### src/rtl/divsign_ctrl.sv
// divsign_ctrl: RV32M DIV/DIVU/REM/REMU issue stage around a 32-bit iterative unsigned divider core.
// Optional macro DIVSIGN_FASTSPECIAL_EN: divide-by-zero / signed-overflow results bypass the core.
module divsign_ctrl #(
    parameter int unsigned XLEN = 32,
    parameter int unsigned TAGW = 5
) (
    input  logic            clk,
    input  logic            cpurst,
    input  logic            div_req,
    output logic            div_ready,
    input  logic [1:0]      div_op,
    input  logic [XLEN-1:0] div_rs1,
    input  logic [XLEN-1:0] div_rs2,
    input  logic [TAGW-1:0] div_tag,
    input  logic            div_flush,
    output logic [XLEN-1:0] core_dividend,
    output logic [XLEN-1:0] core_divider,
    output logic            core_diven_p,
    output logic            core_div0,
    output logic            core_ovflow,
    input  logic            core_valid,
    input  logic [XLEN-1:0] core_quo,
    input  logic [XLEN-1:0] core_rem,
    output logic            res_valid,
    input  logic            res_ready,
    output logic [XLEN-1:0] res_data,
    output logic [TAGW-1:0] res_tag
);

    localparam int unsigned    MSB  = XLEN - 1;
    localparam logic [XLEN-1:0] SMIN = {1'b1, {(XLEN-1){1'b0}}};

`ifdef DIVSIGN_FASTSPECIAL_EN
    localparam bit FastSpecial = 1'b1;
`else
    localparam bit FastSpecial = 1'b0;
`endif

    typedef enum logic [2:0] {
        S_IDLE,
        S_START,
        S_WAIT,
        S_DONE,
        S_FLUSH
    } state_e;

    state_e          state_q;
    logic [1:0]      op_q;
    logic [XLEN-1:0] rs1_q;
    logic [TAGW-1:0] tag_q;
    logic            negq_q;
    logic            negr_q;

    logic            req_signed_c;
    logic            div0_c;
    logic            ovf_c;
    logic            special_c;
    logic [XLEN-1:0] mag1_c;
    logic [XLEN-1:0] mag2_c;

    // Request decode: magnitudes and special-case detection on the incoming operands.
    always_comb begin
        req_signed_c = ~div_op[0];
        div0_c       = (div_rs2 == '0);
        ovf_c        = req_signed_c && (div_rs1 == SMIN) && (div_rs2 == '1);
        special_c    = FastSpecial && (div0_c || ovf_c);
        mag1_c       = (req_signed_c && div_rs1[MSB]) ? ('0 - div_rs1) : div_rs1;
        mag2_c       = (req_signed_c && div_rs2[MSB]) ? ('0 - div_rs2) : div_rs2;
    end

    // Special results take priority over the core output; otherwise apply sign correction.
    function automatic logic [XLEN-1:0] fix_result(
        input logic [1:0]      op,
        input logic [XLEN-1:0] quo,
        input logic [XLEN-1:0] rem,
        input logic [XLEN-1:0] rs1,
        input logic            div0,
        input logic            ovf,
        input logic            negq,
        input logic            negr
    );
        logic [XLEN-1:0] r;
        if (div0) begin
            r = op[1] ? rs1 : '1;
        end else if (ovf) begin
            r = op[1] ? '0 : SMIN;
        end else if (op[1]) begin
            r = negr ? ('0 - rem) : rem;
        end else begin
            r = negq ? ('0 - quo) : quo;
        end
        return r;
    endfunction

    always_ff @(posedge clk or posedge cpurst) begin
        if (cpurst) begin
            state_q       <= S_IDLE;
            div_ready     <= 1'b1;
            core_diven_p  <= 1'b0;
            core_div0     <= 1'b0;
            core_ovflow   <= 1'b0;
            core_dividend <= '0;
            core_divider  <= '0;
            res_valid     <= 1'b0;
            res_data      <= '0;
            res_tag       <= '0;
            op_q          <= '0;
            rs1_q         <= '0;
            tag_q         <= '0;
            negq_q        <= 1'b0;
            negr_q        <= 1'b0;
        end else begin
            case (state_q)
                S_IDLE: begin
                    if (div_req && !div_flush) begin
                        op_q          <= div_op;
                        rs1_q         <= div_rs1;
                        tag_q         <= div_tag;
                        negq_q        <= req_signed_c && (div_rs1[MSB] ^ div_rs2[MSB]);
                        negr_q        <= req_signed_c && div_rs1[MSB];
                        core_dividend <= mag1_c;
                        core_divider  <= mag2_c;
                        core_div0     <= div0_c && !FastSpecial;
                        core_ovflow   <= ovf_c && !FastSpecial;
                        div_ready     <= 1'b0;
                        if (special_c) begin
                            res_data  <= fix_result(div_op, '0, '0, div_rs1, div0_c, ovf_c, 1'b0, 1'b0);
                            res_tag   <= div_tag;
                            res_valid <= 1'b1;
                            state_q   <= S_DONE;
                        end else begin
                            core_diven_p <= 1'b1;
                            state_q      <= S_START;
                        end
                    end
                end
                S_START: begin
                    core_diven_p <= 1'b0;
                    state_q      <= div_flush ? S_FLUSH : S_WAIT;
                end
                S_WAIT: begin
                    // A flush coinciding with core_valid retires the killed op right here;
                    // waiting in FLUSH would need a second core_valid that never comes.
                    if (core_valid) begin
                        if (div_flush) begin
                            div_ready <= 1'b1;
                            state_q   <= S_IDLE;
                        end else begin
                            res_data  <= fix_result(op_q, core_quo, core_rem, rs1_q,
                                                    core_div0, core_ovflow, negq_q, negr_q);
                            res_tag   <= tag_q;
                            res_valid <= 1'b1;
                            state_q   <= S_DONE;
                        end
                    end else if (div_flush) begin
                        state_q <= S_FLUSH;
                    end
                end
                S_DONE: begin
                    if (div_flush || res_ready) begin
                        res_valid <= 1'b0;
                        div_ready <= 1'b1;
                        state_q   <= S_IDLE;
                    end
                end
                S_FLUSH: begin
                    if (core_valid) begin
                        div_ready <= 1'b1;
                        state_q   <= S_IDLE;
                    end
                end
                default: begin
                    div_ready <= 1'b1;
                    state_q   <= S_IDLE;
                end
            endcase
        end
    end

endmodule

### config.mk
export PLATFORM = sky130hd
export DESIGN_NAME = divsign_ctrl
export DESIGN_NICKNAME = d
export VERILOG_FILES = /design/src/rtl/divsign_ctrl.sv
export SDC_FILE = /design/constraint.sdc
export NUM_CORES = 1
export LEC_CHECK = 0
export CORE_UTILIZATION = 54
export CTS_BUF_LIST = sky130_fd_sc_hd__clkbuf_4
export DETAILED_ROUTE_END_ITERATION = 16
export PLACE_DENSITY = 0.95
export RECOVER_POWER = 25
export SYNTH_ARGS = -nofsm -noshare
export SYNTH_HDL_FRONTEND = slang
export SYNTH_SLANG_ARGS = --single-unit
### constraint.sdc
create_clock -name clk -period 11.8 [get_ports clk]
set_input_delay 1.77 -clock clk [delete_from_list [all_inputs] [get_ports clk]]
set_output_delay 1.77 -clock clk [all_outputs]
set_load 0.02 [all_outputs]
==> datasheet_impl.txt <==
Characteristics after synthesis and place and route

Parameter                              Value

Run status
  Status .................. finished with violations
  Failing checks .................. max-capacitance violations, max-slew violations

Routing
  Avg WL per Cell .................. 18.7 microns
  Iteration-0 DRC count of the detailed router .................. 985
  Met3 wire length .................. 2830 microns
  DRC violations left .................. 0

Floorplanning
  Die X-Extent .................. 130 microns
  Number of placed I/O pins .................. 247

Run
  Reported max-cap violation count .................. 4

CTS
  Post-CTS repair timing setup buffer count .................. 0
  Count of hold-fix buffers inserted at cts .................. 0
  Buffer levels on the longest clock path .................. 2

Finish
  Relative area change from synthesis to final layout .................. 31.4%
  Fraction of final layout cells sized beyond drive strength 1 .................. 0.0434

Power and ir drop
  Net switching power .................. 0.000890 W
  Static Leak .................. 4.65 nW

GRT
  Met3 layer usage reported by global route .................. 0.0782
  Met1 layer usage reported by global route .................. 0.460
  GRT Total Usage .................. 0.331

Final timing
  RSZ-0062 raised after global routing .................. no
  Min Clock Period, post-route .................. 5010 ps
  Number of pins exceeding their max-slew limit in the final report .................. 208

Critical path
  Launch instance of the worst register-to-register path .................. state_q[2]
  Reg2reg path depth .................. 6
  Arr. time, crit path .................. 5490 ps
  Crit. path cell count .................. 7
  Register-to-Register Setup Slack .................. 8070 ps
  Critical Path Start Type .................. primary input
  Endpoint of the most critical register-to-register path .................. res_data[25]
  Worst path most repeated cell .................. sky130_fd_sc_hd__nand3_1

Synth
  Synthesis-stage register bit count .................. 148
  Most frequent cell after synthesis .................. sky130_fd_sc_hd__nand2_1
  Ys cells .................. 1067

Hold path
  Worst min-delay path startpoint .................. tag_q[4]
-- worst max-delay path by stage --
stage,startpoint,end,slack (ps)
finish,div_flush,res_data[25],6790
global route,cpurst,rs1_q[6],6290
CTS,div_rs1[6],core_dividend[24],7910
detailed placement,div_rs1[6],core_dividend[24],7280
global placement,div_flush,negq_q,7430
floorplan,cpurst,core_div0,6050
-- layout by cell type, fill, tap and decap left out, types with 5 or more instances in the layout --
cell,instances
sky130_fd_sc_hd__a21oi_1,30
sky130_fd_sc_hd__a221oi_1,6
sky130_fd_sc_hd__a31oi_1,24
sky130_fd_sc_hd__buf_4,5
sky130_fd_sc_hd__clkbuf_4,17
sky130_fd_sc_hd__clkdlybuf4s50_1,244
sky130_fd_sc_hd__clkinvlp_4,5
sky130_fd_sc_hd__dfrtp_1,147
sky130_fd_sc_hd__ha_1,5
sky130_fd_sc_hd__inv_1,19
sky130_fd_sc_hd__mux2i_1,7
sky130_fd_sc_hd__nand2_1,234
sky130_fd_sc_hd__nand2b_1,11
sky130_fd_sc_hd__nand3_1,17
sky130_fd_sc_hd__nand4_1,12
sky130_fd_sc_hd__nor2_1,61
sky130_fd_sc_hd__nor3_1,19
sky130_fd_sc_hd__nor4_1,12
sky130_fd_sc_hd__o211ai_1,8
sky130_fd_sc_hd__o21ai_0,105
sky130_fd_sc_hd__o21ai_1,44
sky130_fd_sc_hd__o221ai_1,8
sky130_fd_sc_hd__o22ai_1,5
sky130_fd_sc_hd__o31ai_1,23
sky130_fd_sc_hd__o41ai_1,17
sky130_fd_sc_hd__or3_1,10
sky130_fd_sc_hd__or4_1,11
sky130_fd_sc_hd__xnor2_1,49
sky130_fd_sc_hd__xor2_1,63
-- metrics by stage --
stage / util / hold WS, ps / instances / power, W / instance area, sq um
2_1_floorplan: - / 439 / 1067 / 0.00135 / 8910
3_3_place_gp: 0.715 / 456 / 1473 / 0.00181 / 11400
3_5_place_dp: 0.715 / 457 / 1473 / 0.00184 / 11400
4_1_cts: 0.732 / 488 / 1505 / 0.00217 / 11700
5_1_grt: 0.732 / 510 / 1507 / 0.00229 / 11700
6_report: 0.732 / 491 / 1507 / 0.00218 / 11700
-- registers in the layout (all words and copies together), names as in the netlist, 3 cells and up --
name,flops
core_divider,32
res_tag,5
core_dividend,32
rs1_q,31
tag_q,5
state_q,3
res_data,32
-- area by class of cell --
cell class | count | area (sq um) | share of cell area
diodes | 2 | 5.00 | 0.000427
clock buffers | 17 | 128 | 0.0109
clock inverters | 15 | 154 | 0.0131
inverters | 21 | 80.1 | 0.00684
multi-input cells | 834 | 4860 | 0.415
flip-flops and latches | 148 | 3700 | 0.316
well taps | 216 | 270 | 0.0231
repair buffers | 254 | 2510 | 0.214
-- worst reg2reg max path, stage by stage (launching register included) --
cell	delay, ps
sky130_fd_sc_hd__dfrtp_1	480
sky130_fd_sc_hd__nor2_1	440
sky130_fd_sc_hd__nand3_1	150
sky130_fd_sc_hd__nor2_2	90
sky130_fd_sc_hd__clkbuf_1	1300
sky130_fd_sc_hd__nand3_1	770
sky130_fd_sc_hd__o221ai_1	400
Fig. 1: gate-type map
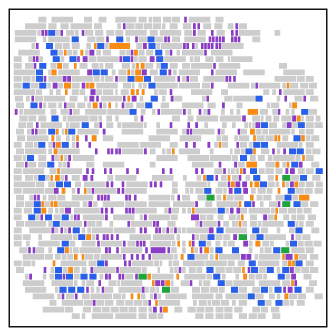
color	family	cells	most used
orange	nor cells	104	nor2_1
purple	nand cells	279	nand2_1
blue	xor and xnor cells	112	xor2_1
green	mux cells	7	mux2i_1

Fig. 2: clock routing
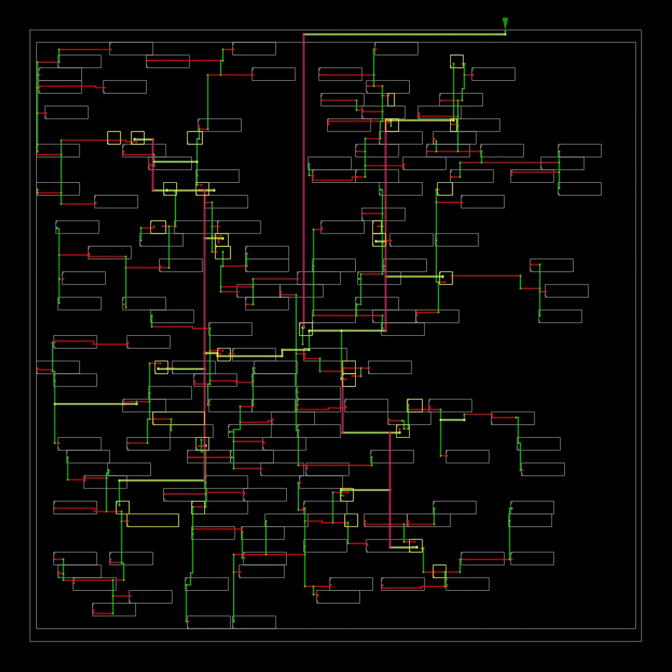
clock sinks: 148
power consumed by the clock network: 0.000327 W
Clock Latency Late Sink: 570 ps

Fig. 3: placement by cell class
Scale bar: 50 microns. Fill, decap, tap and diode cells in gray.
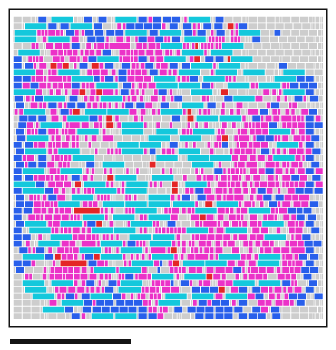
color	class	cells
cyan	sequential cells	148
blue	remaining buffers and delay cells	254
red	clock drivers and dummy loads	32
magenta	remaining logic cells	855

Fig. 4: signal wires on met2
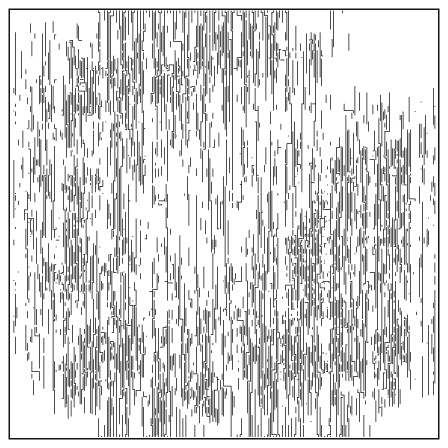
main direction	vertical
wire length on this layer	12500 microns
via count: 9094
global routing met2 resource utilization: 0.498

Power and IR drop assume default switching activity.
